`src/rtl/lpc_pkg.sv`:
```
// Shared LPC/TPM protocol codes, status encodings and host FSM states.
`timescale 1ns/1ps
package lpc_pkg;

  localparam logic [3:0] LpcStartTpm  = 4'b0101;
  localparam logic [3:0] CycTpmRead   = 4'b0000;
  localparam logic [3:0] CycTpmWrite  = 4'b0010;
  localparam logic [3:0] SyncReady    = 4'b0000;
  localparam logic [3:0] SyncShort    = 4'b0101;
  localparam logic [3:0] SyncLong     = 4'b0110;
  localparam logic [3:0] SyncErr      = 4'b1010;

  typedef enum logic [1:0] {
    StatusOk      = 2'b00,
    StatusSyncErr = 2'b01,
    StatusAbort   = 2'b10
  } lpc_status_e;

  typedef enum logic [3:0] {
    StIdle,
    StStart,
    StCycType,
    StAddr,
    StWData,
    StHtar,
    StSync,
    StRData,
    StPtar,
    StAbort,
    StRecover
  } lpc_state_e;

endpackage

```
`src/rtl/lpc_sync_timer.sv`:
```
// Short-wait and long-wait SYNC counters with terminal-count flags.
`timescale 1ns/1ps
module lpc_sync_timer #(
  parameter int unsigned SYNC_TIMEOUT = 8,
  parameter int unsigned LONG_TIMEOUT = 1024
) (
  input  logic clk_i,
  input  logic rstn_i,
  input  logic clr_i,
  input  logic short_inc_i,
  input  logic long_inc_i,
  output logic short_tc_o,
  output logic long_tc_o
);

  localparam int unsigned ShortW = $clog2(SYNC_TIMEOUT + 1);
  localparam int unsigned LongW  = $clog2(LONG_TIMEOUT + 1);

  logic [ShortW-1:0] r_short;
  logic [LongW-1:0]  r_long;

  always_ff @(posedge clk_i or negedge rstn_i) begin
    if (!rstn_i) begin
      r_short <= '0;
      r_long  <= '0;
    end else if (clr_i) begin
      r_short <= '0;
      r_long  <= '0;
    end else begin
      if (short_inc_i) r_short <= r_short + ShortW'(1);
      // Long waits must be consecutive; any short wait restarts that run.
      if (long_inc_i)       r_long <= r_long + LongW'(1);
      else if (short_inc_i) r_long <= '0;
    end
  end

  // Flag fires on the wait cycle that brings the count up to the limit.
  assign short_tc_o = short_inc_i && (r_short == ShortW'(SYNC_TIMEOUT - 1));
  assign long_tc_o  = long_inc_i && (r_long == LongW'(LONG_TIMEOUT - 1));

endmodule

```
`src/rtl/lpc_host.sv`:
```
// LPC host initiator: single-byte TPM read/write cycles on LFRAME#/LAD.
`timescale 1ns/1ps
module lpc_host
  import lpc_pkg::*;
#(
  parameter int unsigned SYNC_TIMEOUT = 8,
  parameter int unsigned LONG_TIMEOUT = 1024,
  parameter int unsigned ABORT_CYCLES = 4
) (
  input  logic        clk_i,
  input  logic        rstn_i,
  input  logic        req_valid_i,
  output logic        req_ready_o,
  input  logic        req_write_i,
  input  logic [15:0] req_addr_i,
  input  logic [7:0]  req_data_i,
  output logic        rsp_valid_o,
  output logic [7:0]  rsp_data_o,
  output logic [1:0]  rsp_status_o,
  output logic        lframe_o,
  output logic [3:0]  lad_o,
  output logic        lad_oe_o,
  input  logic [3:0]  lad_i
);

  localparam int unsigned CntW = (ABORT_CYCLES > 4) ? $clog2(ABORT_CYCLES) : 2;

  lpc_state_e  r_state, w_state_d;
  logic [CntW-1:0] r_cnt, w_cnt_d;
  logic        r_write, r_err, r_rsp_valid;
  logic [15:0] r_addr;
  logic [7:0]  r_wdata, r_rdata, r_rsp_data;
  lpc_status_e r_rsp_status;

  logic w_accept, w_done, w_abort_done, w_sync_err;
  logic w_timer_clr, w_short_inc, w_long_inc, w_short_tc, w_long_tc;
  logic w_cnt_one;

  assign w_cnt_one = (r_cnt == CntW'(1));

  lpc_sync_timer #(
    .SYNC_TIMEOUT(SYNC_TIMEOUT),
    .LONG_TIMEOUT(LONG_TIMEOUT)
  ) u_sync_timer (
    .clk_i      (clk_i),
    .rstn_i     (rstn_i),
    .clr_i      (w_timer_clr),
    .short_inc_i(w_short_inc),
    .long_inc_i (w_long_inc),
    .short_tc_o (w_short_tc),
    .long_tc_o  (w_long_tc)
  );

  always_comb begin
    w_state_d    = r_state;
    w_accept     = 1'b0;
    w_done       = 1'b0;
    w_abort_done = 1'b0;
    w_sync_err   = 1'b0;
    w_timer_clr  = 1'b0;
    w_short_inc  = 1'b0;
    w_long_inc   = 1'b0;
    case (r_state)
      StIdle: begin
        if (req_valid_i) begin
          w_accept  = 1'b1;
          w_state_d = StStart;
        end
      end
      StStart:   w_state_d = StCycType;
      StCycType: w_state_d = StAddr;
      StAddr:    if (r_cnt == CntW'(3)) w_state_d = r_write ? StWData : StHtar;
      StWData:   if (w_cnt_one) w_state_d = StHtar;
      StHtar: begin
        if (w_cnt_one) begin
          w_state_d   = StSync;
          w_timer_clr = 1'b1;
        end
      end
      StSync: begin
        if (lad_i == SyncReady || lad_i == SyncErr) begin
          w_sync_err = (lad_i == SyncErr);
          w_state_d  = r_write ? StPtar : StRData;
        end else if (lad_i == SyncLong) begin
          w_long_inc = 1'b1;
          if (w_long_tc) w_state_d = StAbort;
        end else begin
          // Short wait, no response and unknown codes all count as short.
          w_short_inc = 1'b1;
          if (w_short_tc) w_state_d = StAbort;
        end
      end
      StRData:   if (w_cnt_one) w_state_d = StPtar;
      StPtar: begin
        if (w_cnt_one) begin
          w_state_d = StIdle;
          w_done    = 1'b1;
        end
      end
      StAbort:   if (r_cnt == CntW'(ABORT_CYCLES - 1)) w_state_d = StRecover;
      StRecover: begin
        w_state_d    = StIdle;
        w_abort_done = 1'b1;
      end
      default:   w_state_d = StIdle;
    endcase
    w_cnt_d = (w_state_d != r_state) ? '0 : r_cnt + CntW'(1);
  end

  // Bus outputs decode registered state only, so lad_i never reaches a pin.
  always_comb begin
    lframe_o = 1'b1;
    lad_oe_o = 1'b0;
    lad_o    = 4'hF;
    case (r_state)
      StStart: begin
        lframe_o = 1'b0;
        lad_oe_o = 1'b1;
        lad_o    = LpcStartTpm;
      end
      StCycType: begin
        lad_oe_o = 1'b1;
        lad_o    = r_write ? CycTpmWrite : CycTpmRead;
      end
      StAddr: begin
        lad_oe_o = 1'b1;
        case (r_cnt[1:0])
          2'd0:    lad_o = r_addr[15:12];
          2'd1:    lad_o = r_addr[11:8];
          2'd2:    lad_o = r_addr[7:4];
          default: lad_o = r_addr[3:0];
        endcase
      end
      StWData: begin
        lad_oe_o = 1'b1;
        lad_o    = r_cnt[0] ? r_wdata[7:4] : r_wdata[3:0];
      end
      StHtar:  lad_oe_o = (r_cnt == '0);
      StAbort: begin
        lframe_o = 1'b0;
        lad_oe_o = 1'b1;
      end
      default: ;
    endcase
  end

  always_ff @(posedge clk_i or negedge rstn_i) begin
    if (!rstn_i) begin
      r_state      <= StIdle;
      r_cnt        <= '0;
      r_write      <= 1'b0;
      r_addr       <= '0;
      r_wdata      <= '0;
      r_rdata      <= '0;
      r_err        <= 1'b0;
      r_rsp_valid  <= 1'b0;
      r_rsp_data   <= '0;
      r_rsp_status <= StatusOk;
    end else begin
      r_state     <= w_state_d;
      r_cnt       <= w_cnt_d;
      r_rsp_valid <= w_done | w_abort_done;
      if (w_accept) begin
        r_write <= req_write_i;
        r_addr  <= req_addr_i;
        r_wdata <= req_data_i;
        r_err   <= 1'b0;
      end
      if (w_sync_err) r_err <= 1'b1;
      if (r_state == StRData) begin
        if (r_cnt[0]) r_rdata[7:4] <= lad_i;
        else          r_rdata[3:0] <= lad_i;
      end
      if (w_done) begin
        r_rsp_data   <= r_write ? 8'h00 : r_rdata;
        r_rsp_status <= r_err ? StatusSyncErr : StatusOk;
      end
      if (w_abort_done) r_rsp_status <= StatusAbort;
    end
  end

  assign req_ready_o  = (r_state == StIdle);
  assign rsp_valid_o  = r_rsp_valid;
  assign rsp_data_o   = r_rsp_data;
  assign rsp_status_o = r_rsp_status;

endmodule

```
`config.mk`:
```
export PLATFORM = sky130hd
export DESIGN_NAME = lpc_host
export DESIGN_NICKNAME = d
export VERILOG_FILES = /design/src/rtl/lpc_pkg.sv /design/src/rtl/lpc_sync_timer.sv /design/src/rtl/lpc_host.sv
export SDC_FILE = /design/constraint.sdc
export NUM_CORES = 1
export LEC_CHECK = 0
export CAP_MARGIN = 20
export CORE_UTILIZATION = 57
export DETAILED_ROUTE_END_ITERATION = 12
export GPL_TIMING_DRIVEN = 0
export PLACE_DENSITY = 0.83
export SYNTH_ARGS = -nofsm -noshare
export SYNTH_HDL_FRONTEND = slang
export SYNTH_HIERARCHICAL = 1
export SYNTH_SLANG_ARGS = --single-unit
```
`constraint.sdc`:
```
create_clock -name clk_i -period 3.5 [get_ports clk_i]
set_input_delay 1.05 -clock clk_i [delete_from_list [all_inputs] [get_ports clk_i]]
set_output_delay 1.05 -clock clk_i [all_outputs]
set_load 0.05 [all_outputs]
```
==> ci_impl_report.md, run 1 <==
### Flow metrics

| Metric | Value |
|---|---|
| Tot Pwr | `0.00357 W` |
| CTS Buf Count | `9` |
| PnR worst setup slack | `0.0998 ns` |
| Row cnt | `28` |
| Period Utilization, post-route | `0.971` |
| Post-Place Cells | `464` |
| Clock H-tree levels | `3` |
| RSZ-0062 raised after global routing | `no` |
| Initial drt markers | `215` |
| WP buf/inv | `3` |
| Chip width | `80.5 um` |
| Crit path capture type | `output port` |
| Mapped Area | `3510 um2` |
| Ys async rst share | `1.00` |
| Cells in synth_stat.txt | `342` |
| Hpwl dp | `5.51 mm` |
| Slew at the pin closest to its max-slew limit | `0.821 ns` |
| Avg Cell Area, Syn | `10.3 um2` |
| Net load switching power | `0.00150 W` |
| Setup tns final | `0 ns` |
| Power Density | `827 nW/um2` |
| Slowest cell on the critical path | `a222oi_1` |
| # IOs | `50` |
| Worst setup SP type | `flop` |
| Cell Chain, Critical Path | `buf_6 -> inv_1 -> ha_2 -> a222oi_1 -> o21ai_0 -> nand2_1 -> a32oi_1 -> or2_2 -> buf_2` |
| Max stage delay on crit path | `0.43 ns` |
| Status | `complete, no violations` |
| Fin cells | `484` |
| Latency at later pin | `0.35 ns` |
| Post-DP Area | `4070 um2` |
| Cell count after synthesis | `342` |
| DR pass1 iterations | `5` |
| Yosys warns | `6` |
| Starting Density | `0.593` |
| Fmax | `0.294 GHz` |
| Worst hold path class | `flop to flop` |
| Seq/Total Area, Yosys | `0.470` |
| Area delta synth->final | `23.0%` |
| Clock transition at path regs | `0.07 ns` |
| Top cell excl fill/tap | `dfrtp_1` |
| Syn Nets | `380` |
| Layout cells sized above 1 | `0.225` |
| Global-route wire length before repair | `13.4 mm` |
| Clock sink count | `66` |
| Die Ht | `80.5 um` |
| Fin crit period | `3.40 ns` |
| CTS tree | `done` |
| Die Footprint | `6480 um2` |
| Clock Tree Buf Depth | `2` |
| Antenna Nets Post-Route | `0` |
| Clk_skew | `0.00951 ns` |
| Max-cap violation count | `0` |
| Peak supply drop | `0.000586 V` |
| Antenna diodes | `0` |
| Gr ovfl total | `0` |
| Crit Path Max Fanout | `5` |
| Hold-fix buffers at CTS | `0` |
| CTS root buffer | `clkbuf_8` |
| Switching portion of total power | `0.420` |
| Chip area in the Yosys report | `3510 um2` |
| Relative slew slack | `0.453` |
| Comb power frac | `0.483` |
| Clock power share | `0.184` |
| Most frequent cells in the layout | `dfrtp_1, nand2_1, clkdlybuf4s50_1, mux2_2, o21ai_0` |
| Tool Warnings | `29` |
| Largest net degree at the start of global routing | `67` |
| Most common reg cell | `dfrtp_1` |
| Cell Type Count | `61` |
| Hold_ws | `0.477 ns` |
| CP delay by family, top | `AND-OR/OR-AND gates` |
==> run 1: final timing paths <==
kind / start / to / slack, ns / depth (start not counted)
max: r_cnt[0] / lad_o[2] / 0.1 / 9
min: rsp_data_o[3] / rsp_data_o[3] / 0.48 / 2
max reg2reg: r_state[2] / r_state[1] / 0.48 / 13
min reg2reg: rsp_data_o[3] / rsp_data_o[3] / 0.48 / 2
max in group asynchronous: rstn_i / r_addr[12] / 2.16 / 1
min in group asynchronous: rstn_i / rsp_data_o[4] / 0.79 / 1
==> run 1: sequential cells by signal (all words and copies together) (netlist names) <==
signal and count:
r_write 1, u_sync_timer/r_short 4, rsp_status_o 2, r_cnt 2, r_addr 16, r_rdata 8
rsp_valid_o 1, r_state 4, rsp_data_o 8, u_sync_timer/r_long 11, r_err 1, r_wdata 8
==> run 1: repair_timing <==
item,CTS,global route
resized,21,16
setup endpoints to repair,5,8
hold endpoints to repair,0,0
pin swaps,2,1
gates cloned,0,0
setup buffers,0,4
==> run 1: metal layers <==
layer	GRT usage	part of all wire	vias up
met5	0	0	-
met4	0.129	0.026	0
met3	0.0682	0.056	23
met2	0.408	0.47	114
met1	0.373	0.44	1445
li1	-	-	1360
==> run 1: cell usage after synthesis (3+ instances only) <==
| cell type | n | area (um2) |
|---|---|---|
| dfrtp_1 | 66 | 1650 |
| nand2_1 | 41 | 154 |
| mux2_2 | 33 | 372 |
| o21ai_0 | 24 | 120 |
| nor2_1 | 16 | 60.1 |
| nand3_1 | 14 | 70.1 |
| nor2b_1 | 10 | 62.6 |
| clkbuf_1 | 9 | 33.8 |
| inv_1 | 9 | 33.8 |
| a31oi_1 | 8 | 50.1 |
| a21oi_1 | 7 | 35.0 |
| buf_2 | 6 | 30.0 |
| ha_1 | 6 | 75.1 |
| mux2i_1 | 6 | 60.1 |
| buf_4 | 5 | 37.5 |
| nand2b_1 | 5 | 31.3 |
| a211oi_1 | 4 | 30.0 |
| a222oi_1 | 4 | 40.0 |
| and3_1 | 4 | 25.0 |
| a22o_1 | 3 | 26.3 |
| nand4_1 | 3 | 18.8 |
| nor3b_1 | 3 | 22.5 |
| o211ai_1 | 3 | 22.5 |
| or4_1 | 3 | 22.5 |
| xnor2_1 | 3 | 26.3 |
==> run 1: power groups by stage <==
stage	clock network, W	registers, W	logic, W
finish	0.000659	0.00119	0.00172
global route	0.000699	0.00123	0.00186
CTS	0.000664	0.00118	0.00164
detailed placement	0	0.00120	0.00168
global placement	0	0.00118	0.00164
floorplan	0	0.00120	0.00119
==> run 1: layout make-up <==
cell class,instances,area [um2]
multi-input cells,244,1710
flip-flops and latches,66,1650
repair buffers,51,485
inverters,9,33.8
clock inverters,7,77.6
well taps,75,93.8
fillers,446,1600
plain buffers,23,141
clock buffers,9,124
==> run 1: cells by family (layout without fill, tap and decap cells) <==
kind of cell,Yosys count,after routing,synth area share
flops,66,66,0.470
buf+inv,32,99,0.0463
simple gates,121,121,0.186
compound gates,73,73,0.140
xor+xnor,5,5,0.0125
mux,39,39,0.123
fa+ha+maj,6,6,0.0214
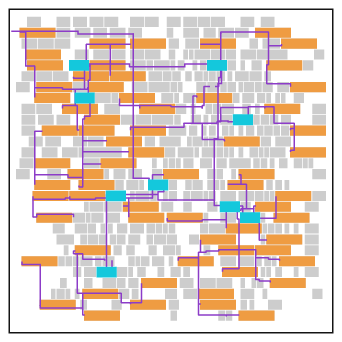
Run 1: clock network drawn from the DEF
Scale: 4 px per um.
cyan -> clock-net drivers  # count 9
purple -> clock wires  # length 852 um
orange -> flip-flops  # count 66
routed clock nets = 10
flops lie = spread over the die

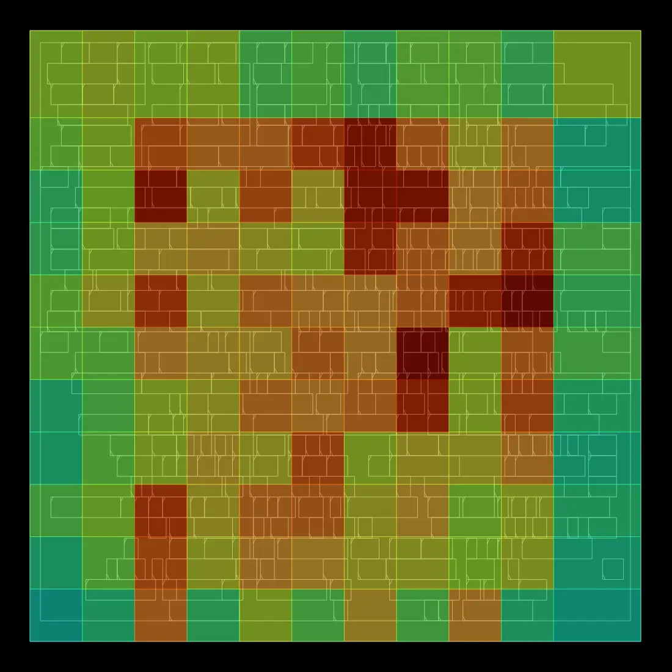
Run 1: track usage over the die
met1 GRT Util: 0.373
WL per Instance: 16.4 um
met2 Use GR: 0.408
Tot GR Track Use: 0.274
GR peak layer: met2

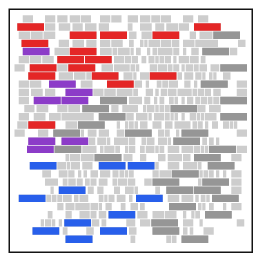
Run 1: sequential cells colored by netlist name
Scale: 3 px per um. Other sequential cells in the stronger gray, the rest of the logic in the fainter gray.
red -> r_addr  # placed flops 16
purple -> r_wdata  # placed flops 8
blue -> u_sync_timer/r_long  # placed flops 11
not colored = 31
fraction of area in registers: 0.382
P_seq: 0.00119 W
final core occ: 0.729
Storage cell area: 1650 um2

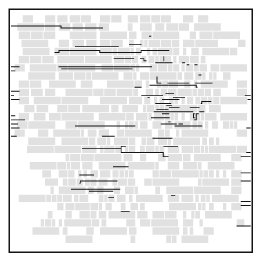
Run 1: M3 wires
Scale: 3 px per um.
nets with wire on the layer = 62
main direction = horizontal
via count: 2,942
met3 usage: 0.0682
WL final: 7.95 mm

Run 1, metal layers overlaid:
Scale: 3 px per um.
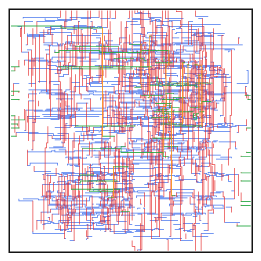

## Run 2: what changed since run 1
--- a/config.mk
+++ b/config.mk
@@ -7,9 +7,10 @@
 export LEC_CHECK = 0
 export CAP_MARGIN = 20
 export CORE_UTILIZATION = 57
+export CTS_CLUSTER_DIAMETER = 100
 export DETAILED_ROUTE_END_ITERATION = 12
 export GPL_TIMING_DRIVEN = 0
-export PLACE_DENSITY = 0.83
+export PLACE_DENSITY = 0.8
 export SYNTH_ARGS = -nofsm -noshare
 export SYNTH_HDL_FRONTEND = slang
 export SYNTH_HIERARCHICAL = 1
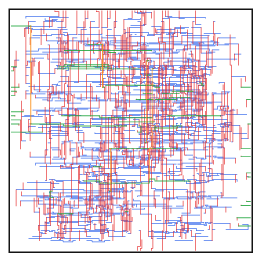
Run 2: metal layers overlaid
Scale: 3 px per um.
green -> M3  # wire length 397 um
orange -> M4  # wire length 126 um
red -> M2  # wire length 3,430 um
blue -> M1  # wire length 3,500 um
WL per Instance: 15.5 um
via count: 2,821
Tot GR Track Use: 0.251

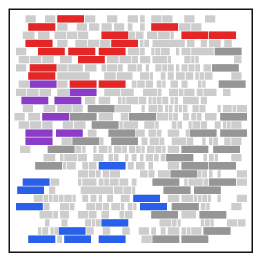
Run 2: sequential cells colored by netlist name
Scale: 3 px per um. Other sequential cells in the stronger gray, the rest of the logic in the fainter gray.
red -> r_addr  # placed flops 16
purple -> r_wdata  # placed flops 8, where west
blue -> u_sync_timer/r_long  # placed flops 11
not colored = 31
P_seq: 0.00118 W
fraction of area in registers: 0.381
final core occ: 0.731

==> ci_impl_report.md, run 2 <==
### Flow metrics

| Metric | Value |
|---|---|
| Clock sink count | `66` |
| Vias in the first global route | `2,613` |
| Fin cells | `481` |
| Area contributors post-synth | `dfrtp_1, mux2_2, nand2_1, o21ai_0, ha_1` |
| Final Instance Area | `4330 um2` |
| Die Footprint | `6480 um2` |
| Global-route wire length before repair | `12.2 mm` |
| PnR worst setup slack | `0.125 ns` |
| Fin. max-slew vios | `0` |
| Pre-CTS setup slack | `-0.217 ns` |
| Remaining DRCs | `0` |
| Layout cells sized above 1 | `0.212` |
| Drt via density | `5.86` |
| Top cell excl fill/tap | `dfrtp_1` |
| Largest Register | `r_addr` |
| Worst setup SP type | `flop` |
| Tot Pwr | `0.00364 W` |
| Gr ovfl total | `0` |
| CTS Buf Count | `9` |
| Row cnt | `28` |
| Max FFs per register | `16` |
| Largest net degree at the start of global routing | `67` |
| Critical path class | `flop to output port` |
| Relative slew slack | `0.462` |
| Initial drt markers | `232` |
| Clk_skew | `0.00829 ns` |
| Die Ht | `80.5 um` |
| Final net count | `439` |
| Seq/Total Area, Yosys | `0.470` |
| Chip area in the Yosys report | `3510 um2` |
| Largest regs | `r_addr (16), u_sync_timer/r_long (11)` |
| Cell count after synthesis | `342` |
| CTS root buffer | `clkbuf_8` |
| Tool Warnings | `29` |
| Pleak | `1.86 nW` |
| Post-Place Cells | `464` |
| Top-area cell share | `0.470` |
| Flip-flops with a built-in enable | `0` |
| Filler Cells Inserted | `408` |
| # IOs | `50` |
| Post-DP Area | `4070 um2` |
| GR peak layer | `met2` |
| RePlAce Congestion | `0.844` |
| Status | `complete, no violations` |
| Mapped Area | `3510 um2` |
| Area delta synth->final | `23.3%` |
| Most common reg cell | `dfrtp_1` |
| Chip width | `80.5 um` |
| Max-cap violation count | `0` |
| RSZ-0062 raised after global routing | `no` |
| Worst hold path class | `flop to flop` |
| Starting Density | `0.593` |
| Latency at later pin | `0.34 ns` |
| Top-count cell post-synth | `dfrtp_1` |
| Clock Tree Buf Depth | `2` |
| Cells in synth_stat.txt | `342` |
| DR pass1 iterations | `5` |
| Met2 Use GR | `0.374` |
| Hpwl dp | `5.20 mm` |
| Yosys warns | `6` |
| Cell taking the most area after synthesis | `dfrtp_1` |
| CTS tree | `done` |
| Antenna Nets Post-Route | `0` |
| Arrival time worst endpoint | `2.33 ns` |
| Ys async rst share | `1.00` |
| Crit Path Max Fanout | `4` |
| Slew at the pin closest to its max-slew limit | `0.806 ns` |
| Avg Cell Area, Syn | `10.3 um2` |
| Clock transition at path regs | `0.07 ns` |
| Fin crit period | `3.38 ns` |
| Antenna diodes | `0` |
| Crit path capture type | `output port` |
| Met3 usage | `0.0591` |
| Final hold violation count | `0` |
| Power Density | `842 nW/um2` |
| WL final | `7.45 mm` |
| Setup violators final | `0` |
| Fmax | `0.296 GHz` |
| Data required, critical path | `2.45 ns` |
| Syn Nets | `380` |
| Period Utilization, post-route | `0.964` |
| Peak supply drop | `0.000524 V` |
| # port buffers | `47` |
| Core Area | `5920 um2` |
| Clock H-tree levels | `3` |
| Antenna violations before repair | `0` |
| Most frequent cells in the layout | `dfrtp_1, nand2_1, clkdlybuf4s50_1, mux2_2, o21ai_0` |
| Cell Type Count | `61` |
| #FFs+latches synth | `66` |
| Most frequent cells after synthesis | `dfrtp_1, nand2_1, mux2_2` |
| Met1 GRT Util | `0.351` |
run 2: final cells by class:
type / instances / area, um2 / share of cell area
sequential: 66 / 1650 / 0.381
inverter: 9 / 33.8 / 0.00780
tap: 75 / 93.8 / 0.0217
timing repair buffer: 48 / 457 / 0.105
clock buffer: 10 / 138 / 0.0318
clock inverter: 6 / 113 / 0.0260
multi-input combinational: 244 / 1700 / 0.394
buffer: 23 / 140 / 0.0324
run 2: where the power goes:
part / internal [W] / switching [W]
combinational: 0.000676 / 0.000988
clock: 0.000495 / 0.000306
sequential: 0.00103 / 0.000149
total: 0.00220 / 0.00144
run 2: kinds of logic (layout without fill, tap and decap cells):
family | Yosys count | after routing | synth area share
AND/OR/NAND/NOR | 121 | 121 | 0.186
flip-flops | 66 | 66 | 0.470
AND-OR/OR-AND | 73 | 73 | 0.140
buffers and inverters | 32 | 96 | 0.0463
multiplexers | 39 | 39 | 0.123
adder cells (fa/ha/maj) | 6 | 6 | 0.0214
XOR/XNOR | 5 | 5 | 0.0125
run 2: critical path, cell delays in order (launching register included):
cell and delay, ns:
dfrtp_1 0.41, buf_6 0.12, inv_1 0.06, ha_2 0.22, a222oi_1 0.40, o21ai_0 0.14
nand2_1 0.09, a32oi_1 0.06, or2_2 0.30, buf_4 0.19
run 2: per-layer routing:
metal / vias to the layer above / part of all wire
li1: 1353 / -
met1: 1372 / 0.47
met2: 84 / 0.46
met3: 12 / 0.053
met4: 0 / 0.017
met5: - / 0
run 2: metrics by stage:
| stage | setup TNS (ns) | hold slack (ns) |
|---|---|---|
| floorplan | 0 | 0.451 |
| global placement | -50.26 | 0.462 |
| detailed placement | -1.31 | 0.469 |
| CTS | 0 | 0.485 |
| global route | 0 | 0.509 |
| finish | 0 | 0.476 |
run 2: path summary, 6_finish.rpt:
| kind | to | slack [ns] | start | depth (start not counted) |
|---|---|---|---|---|
| worst max-delay path | lad_o[2] | 0.12 | r_cnt[0] | 9 |
| max in group asynchronous | u_sync_timer/r_short[3] | 2.17 | rstn_i | 1 |
| worst min register to register | rsp_data_o[5] | 0.48 | rsp_data_o[5] | 2 |
| worst min-delay path | rsp_data_o[5] | 0.48 | rsp_data_o[5] | 2 |
| worst max register to register | r_state[1] | 0.54 | r_state[2] | 13 |
| min in group asynchronous | rsp_data_o[5] | 0.78 | rstn_i | 1 |
run 2: what timing repair did:
| action | CTS | global route |
|---|---|---|
| gates resized | 24 | 9 |
| buffers inserted | 0 | 1 |
| setup endpoints to repair | 5 | 8 |
| pin swaps | 2 | 2 |
| hold buffers | 0 | 0 |
Power and IR drop assume default switching activity.
